`src/rtl/pipe_stage_buf.sv`:
```
`default_nettype none
// ============================================================================
// Module   : pipe_stage_buf
// Purpose  : Generic pipeline stage register with valid/ready handshake,
//            flush-to-NOP and an optional skid entry that breaks the
//            combinational ready path from downstream to upstream.
// Revision : 1.0 - initial release
// ============================================================================
module pipe_stage_buf #(
    parameter int                WIDTH     = 16,
    parameter logic [WIDTH-1:0]  NOP_VALUE = '0,
    parameter int                SKID      = 1,
    parameter int                CNT_W     = 16
) (
    input  logic              clk,
    input  logic              rst,
    input  logic              flush,
    input  logic              in_valid,
    output logic              in_ready,
    input  logic [WIDTH-1:0]  in_data,
    output logic              out_valid,
    input  logic              out_ready,
    output logic [WIDTH-1:0]  out_data,
    output logic [CNT_W-1:0]  stall_cnt
);

    localparam logic [CNT_W-1:0] c_CNT_ONE = {{(CNT_W-1){1'b0}}, 1'b1};
    localparam logic [CNT_W-1:0] c_CNT_MAX = {CNT_W{1'b1}};

    // Main entry: always the one presented downstream.
    logic [WIDTH-1:0] r_m_data;
    logic             r_m_vld;
    logic [CNT_W-1:0] r_stall_cnt;

    logic w_accept;
    logic w_emit;

    assign w_accept  = in_valid & in_ready;
    assign w_emit    = r_m_vld & out_ready;

    assign out_valid = r_m_vld;
    assign out_data  = r_m_vld ? r_m_data : NOP_VALUE;
    assign stall_cnt = r_stall_cnt;

    generate
        if (SKID != 0) begin : g_skid
            // Skid entry absorbs the one beat that arrives after downstream
            // stalls, so in_ready can come straight from a flop.
            logic [WIDTH-1:0] r_s_data;
            logic             r_s_vld;

            assign in_ready = !r_s_vld;

            // EMPTY / FULL / SKID occupancy, encoded by the two valid flags.
            always_ff @(posedge clk) begin
                if (!rst) begin
                    r_m_vld  <= 1'b0;
                    r_s_vld  <= 1'b0;
                    r_m_data <= NOP_VALUE;
                    r_s_data <= NOP_VALUE;
                end else if (flush) begin
                    r_m_vld  <= 1'b0;
                    r_s_vld  <= 1'b0;
                    r_m_data <= NOP_VALUE;
                    r_s_data <= NOP_VALUE;
                end else if (!r_m_vld) begin
                    if (w_accept) begin
                        r_m_data <= in_data;
                        r_m_vld  <= 1'b1;
                    end
                end else if (!r_s_vld) begin
                    if (w_accept && w_emit) begin
                        r_m_data <= in_data;
                    end else if (w_emit) begin
                        r_m_vld  <= 1'b0;
                    end else if (w_accept) begin
                        r_s_data <= in_data;
                        r_s_vld  <= 1'b1;
                    end
                end else begin
                    // in_ready is low here, so only an emit can move data.
                    if (w_emit) begin
                        r_m_data <= r_s_data;
                        r_s_vld  <= 1'b0;
                    end
                end
            end
        end else begin : g_no_skid
            // Single entry: can take new data when empty or draining this cycle.
            assign in_ready = !r_m_vld | out_ready;

            // EMPTY / FULL occupancy of the single main entry.
            always_ff @(posedge clk) begin
                if (!rst) begin
                    r_m_vld  <= 1'b0;
                    r_m_data <= NOP_VALUE;
                end else if (flush) begin
                    r_m_vld  <= 1'b0;
                    r_m_data <= NOP_VALUE;
                end else if (w_accept) begin
                    r_m_data <= in_data;
                    r_m_vld  <= 1'b1;
                end else if (w_emit) begin
                    r_m_vld  <= 1'b0;
                end
            end
        end
    endgenerate

    // Saturating count of cycles where a live entry is held by back-pressure.
    always_ff @(posedge clk) begin
        if (!rst) begin
            r_stall_cnt <= '0;
        end else if (r_m_vld && !out_ready && (r_stall_cnt != c_CNT_MAX)) begin
            r_stall_cnt <= r_stall_cnt + c_CNT_ONE;
        end
    end

endmodule
`default_nettype wire

```
`config.mk`:
```
export PLATFORM = sky130hd
export DESIGN_NAME = pipe_stage_buf
export DESIGN_NICKNAME = d
export VERILOG_FILES = /design/src/rtl/pipe_stage_buf.sv
export SDC_FILE = /design/constraint.sdc
export NUM_CORES = 1
export LEC_CHECK = 0
export CORE_UTILIZATION = 49
export CTS_BUF_LIST = sky130_fd_sc_hd__clkbuf_8
export CTS_CLUSTER_DIAMETER = 60
export DETAILED_ROUTE_END_ITERATION = 8
export PLACE_DENSITY = 0.86
export SYNTH_ARGS = -nofsm -noshare
export SYNTH_HDL_FRONTEND = slang
export SYNTH_SLANG_ARGS = --single-unit
```
`constraint.sdc`:
```
create_clock -name clk -period 2.2 [get_ports clk]
set_clock_uncertainty 0.2 [all_clocks]
set_input_delay 0.33 -clock clk [delete_from_list [all_inputs] [get_ports clk]]
set_output_delay 0.33 -clock clk [all_outputs]
set_load 0.03 [all_outputs]
```
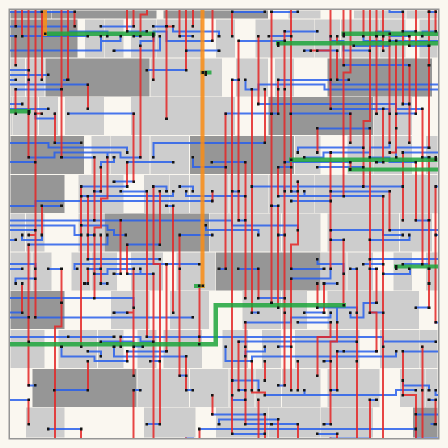
(images/detail.png)
Window x 21 to 51, y 6 to 36 um. Cells in gray, sequential cells in the stronger gray; small squares are vias.
[blue] metal 1
[orange] metal 4
[green] metal 3
[red] metal 2
netlist names of flops here include: stall_cnt (4), r_m_data (3), g_skid.r_s_data (2)
cells with their middle in the window: 83
most frequent: buf_4 (12), dfxtp_1 (11)
sequential cells in the window: 11

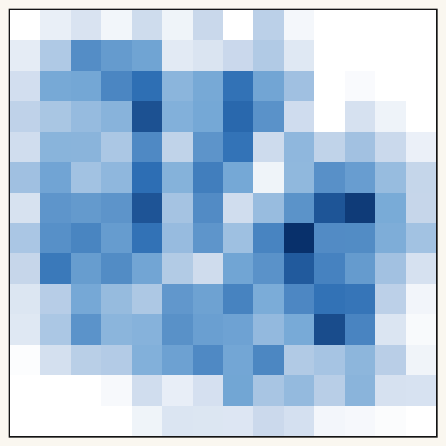
(images/metal_density.png)
Drawn at 6 px/um. 14 x 14 tiles, from white (low) to dark blue (high), scaled to the fullest tile. Values are wire area over tile area, all layers added.
emptiest ninth of the die: top right
fullest tile: 0.49
nearly empty tiles: 13%
mean over tiles: 0.18
tiles over half the peak: 35%

==> results.txt <==
flow finished, numbers: outcome complete, but fails checks, violated checks design-rule violations, detailed-routed wire length on met3 around 300 um, number of iterations in the first detailed-routing pass 6, critical register-to-register path endpoint stall_cnt[14]$_SDFFE_PN0P_, Root Buffer Master clkbuf_8, clock network power 0.647 mW, growth of design area from synthesis to finish 32.37%, Worst EP required 2.24 ns, floorplan-stage core utilization 52.18%, count of state elements after synthesis about 50, number of synthesis warnings 0, count of instances resized after the clock tree is built 0, yosys stat cell total 290, area of the mapped netlist 2335 um^2, detailed-route DRC error count 2, I/O pin count 55, per-instance average area after synthesis ~8 um^2, slowest library cell on the worst path dfxtp_1, main combinational cell family by area after synthesis simple AND/OR/NAND/NOR gates, number of port buffers between 50 and 60, pin count of the biggest net entering global routing 39, met3 routing resource usage after global routing roughly 5.1%, CP peak stage delay 0.45 ns, Multi-In Gates 216, Setup WS pre-CTS -0.1982 ns, pin slew with the least headroom to its limit 0.3283 ns, total CTS buffers 5, overall fraction of global-route tracks in use a little under a quarter, Worst Hold Endpoint g_skid.r_s_data[2]$_SDFFE_PP0P_, dpl cell area 2982 um^2, number of H-tree levels 2, Antenna Nets Post-Route 0, reg2reg path depth 5, reg-to-reg startpoint stall_cnt[0]$_SDFFE_PN0P_, DR top layer met4, Min-Delay Startpoint g_skid.r_s_data[2]$_SDFFE_PP0P_, synthesized instance count a little under 300, layout net count 374, met1 GRT Util 28.97%, Combinational Power between 0.15 and 0.2 mW, classification of the worst-slack hold path register to register, sw frac 23.36%
[synth_stat cells, drive strengths merged (2+ instances only)]
cell	instances	share of area (%)
a21oi	29	6.4
o31ai	5	1.6
nor3	6	1.3
nand3	22	5.5
nor4	2	1.2
or3	6	1.9
nand2	57	9.2
buf	7	1.6
nand4	5	1.3
or4	6	2.1
nor2	20	3.2
nand2b	5	1.7
dfxtp	50	43
and3	2	0.59
o21ai	4	0.86
inv	3	0.48
o211a	3	1.3
a311oi	16	6.0
mux2i	2	0.86
and2	16	4.3
clkbuf	13	2.1
[kinds of logic (layout without fill, tap and decap cells)]
group	count (synthesis)	after routing
fa+ha+maj	1	1
simple gates	150	150
buf+inv	24	87
flops	50	50
mux	2	2
compound gates	63	63
Power and IR drop assume default switching activity.
